Design serial_frame_controller, sky130hd; sources not shown.
Figure 1. Sequential cells grouped by signal name.
Scale bar: 20 µm. Other sequential cells in the stronger gray, the rest of the logic in the fainter gray.
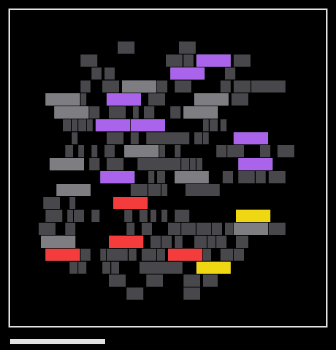
state: drawn in yellow, flops 2. bit_cnt: drawn in red, flops 4. PO: drawn in purple, flops 8.
Another 11 sequential cells are not colored.
Finished Core Util: 45.2%
FF+latch area: 500 µm²

Figure 2. Cell classes on the final placement.
Scale bar: 20 µm.
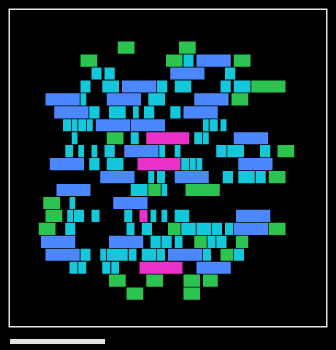
clock drivers and dummy loads: drawn in magenta, cells 4, share of their area 6.0%. combinational and other logic: drawn in cyan, cells 81, share of their area 36%. sequential cells: drawn in blue, cells 25, share of their area 38%. remaining buffers and delay cells: drawn in green, cells 26, share of their area 20%.
core area: 3050 µm²
post-route cell area: 1380 µm²
sequential share of cell area: 36.3%
num rows: 20

Figure 3. Congestion heat map.
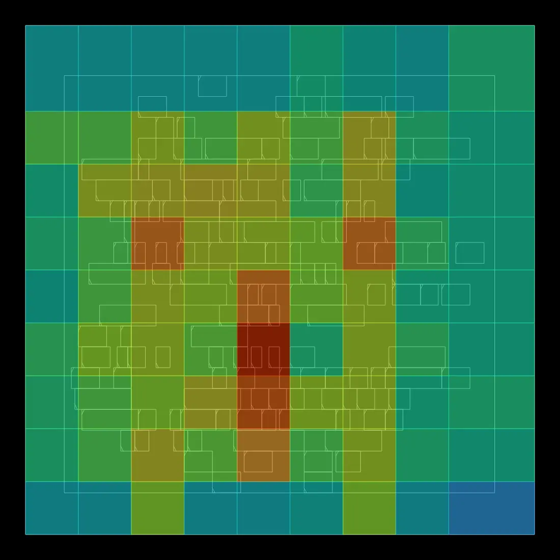
busiest layer in global routing: met2
WL/cell: 11.3 µm
Global Route Usage Sum: 10.9%
met2 usage: 17.5%

==> results.txt <==
impl run done, here's what came out: status finished, final reports clean, die area 4410 µm², clock-pin slew on the worst setup and hold paths 0.06 ns, combinational share of power 6.4%, Syn Inst Count 113, Met2 Wirelength 899 µm, ys cells 113, vias in the first global route 806, post-synth cell types 25, Adder-Cell Fraction of Synth Area 1.23%, Clk pwr share 43.7%, Slew headroom 81.0%, Tmin final 1.57 ns, Worst-Margin Slew 0.284 ns, GR Util met3 2.72%, synth warn 0, Cell area leaders dfxtp_1 (49%), nand2b_1 (11%), mux2i_1 (7.9%), nand2_1 (7.0%), a21oi_1 (6.9%), post-CTS setup buffer count 0, Routed Antenna Nets 0, most frequent cell after synthesis dfxtp_1, Tot Pwr 1.23 mW, Pwr Density 893 nW/µm², Setup-failing EPs final 0, setup ws final 0.0841 ns, P&R area growth vs syn 35.7%, share of power burned in registers 49.9%, switching pwr 0.256 mW, cell type with the largest total area dfxtp_1, Basic Gates by Area 26.8%, Sink Count 25, critical path's top delay family buffers and inverters, CP Max Fanout 6, num sequential 25, skew final 0.00230 ns, final net count 142, die width 66.4 µm, number of enable flip-flop cells 0, ys flop type dfxtp_1, Worst Path Buf+Inv 1, IO Port Bufs 19, DR iter-0 viols 31, GR Util met1 13.4%, n_taps 44, HPWL Detailed 1390 µm, Non-clk bufs 26, Inverters 0, Cell Area, Synth 1020 µm², DR vias/cell 4.54, DRC errors left 0, top-level I/O count 20, first-pass GRT wire length 3690 µm, DR WL met3 88 µm, worst min path class reg -> reg, top power group registers, Post-Synth AOI/OAI Area 11.1%, slowest CP cell clkdlybuf4s50_1, critical path's largest stage delay 0.57 ns, Fillers 329, Leading cell kind registers, DR vias 818, worst setup path category reg -> out, Hold-fix buffers, CTS 0, period utilization 94.9%, clk root buf clkbuf_16, final hold vios 0, largest net degree at the start of global routing 34, Worst R2R Setup Slack 0.31 ns, router iterations before antenna repair 6, worst skew pair latency 0.26 ns, area share, top type 49.2%, tool warnings 26, WP data arrival 1.24 ns, Worst Setup Start Kind register, Chip Area, Yosys 1020 µm², WP depth 1, fraction of layout instances using a drive strength above 1 10.3%, CTS tree yes, Main logic family simple AND/OR/NAND/NOR gates, pre-CTS setup slack 0.0643 ns, final-layout non-clock buffer area share 19.3%, sequential logic power 0.615 mW, top cells by count dfxtp_1 (25), nand2_1 (19), nand2b_1 (18), #MultiIn Comb 81, leak pwr 0.464 nW, Comb area share 34.6%, Metal-1 WL 1010 µm, mux share 7.87%, Max-cap violations 0, area occupied by multi-input gates 478 µm², Max Slew Vio Count 0, CLK BUF 3, Peak VDD IR 0.000383 V, syn_area_per_cell 9.00 µm², GPL Wtd Cong 0.760, grt ovf 0, Hold Path Depth 2, Post-synth seq share 49.2%, total CTS buffers 3, yosys xor share 0%, Post-synth regs 25, combinational power 0.0791 mW, max layer used met4, highest clock rate 639 MHz, clock group total power 0.538 mW, fp_density 33.3%, unrepaired setup endpoints after global routing no, H-tree depth 1, # diodes 0
stage by stage:
step           hold slack [ns]  instance area, µm²  instances
2_1_floorplan            0.437                1020        113
3_3_place_gp             0.449                1300        176
3_5_place_dp             0.458                1300        176
4_1_cts                  0.467                1380        180
5_1_grt                  0.500                1380        180
6_report                 0.467                1380        180
cells in the final DEF, fill, tap and decap left out, drive strengths merged:
cell type      synthesis  final
dlygate4sd2            0      1
nand2                 19     19
nor3                   1      1
or2                    1      1
clkbuf                 3      3
o21ai                  4      4
mux2i                  8      8
clkdlybuf4s50          0     18
a21oi                 14     14
buf                    4      7
nand3                  2      2
dfxtp                 25     25
clkinv                 0      1
and3b                  1      1
a31oi                  2      2
nor2b                  3      3
or3                    1      1
nor2                   2      2
nand2b                19     19
o32a                   1      1
ha                     1      1
nand4b                 1      1
and2                   1      1
Power figures rest on the tool's default switching activity, not on a simulated workload.
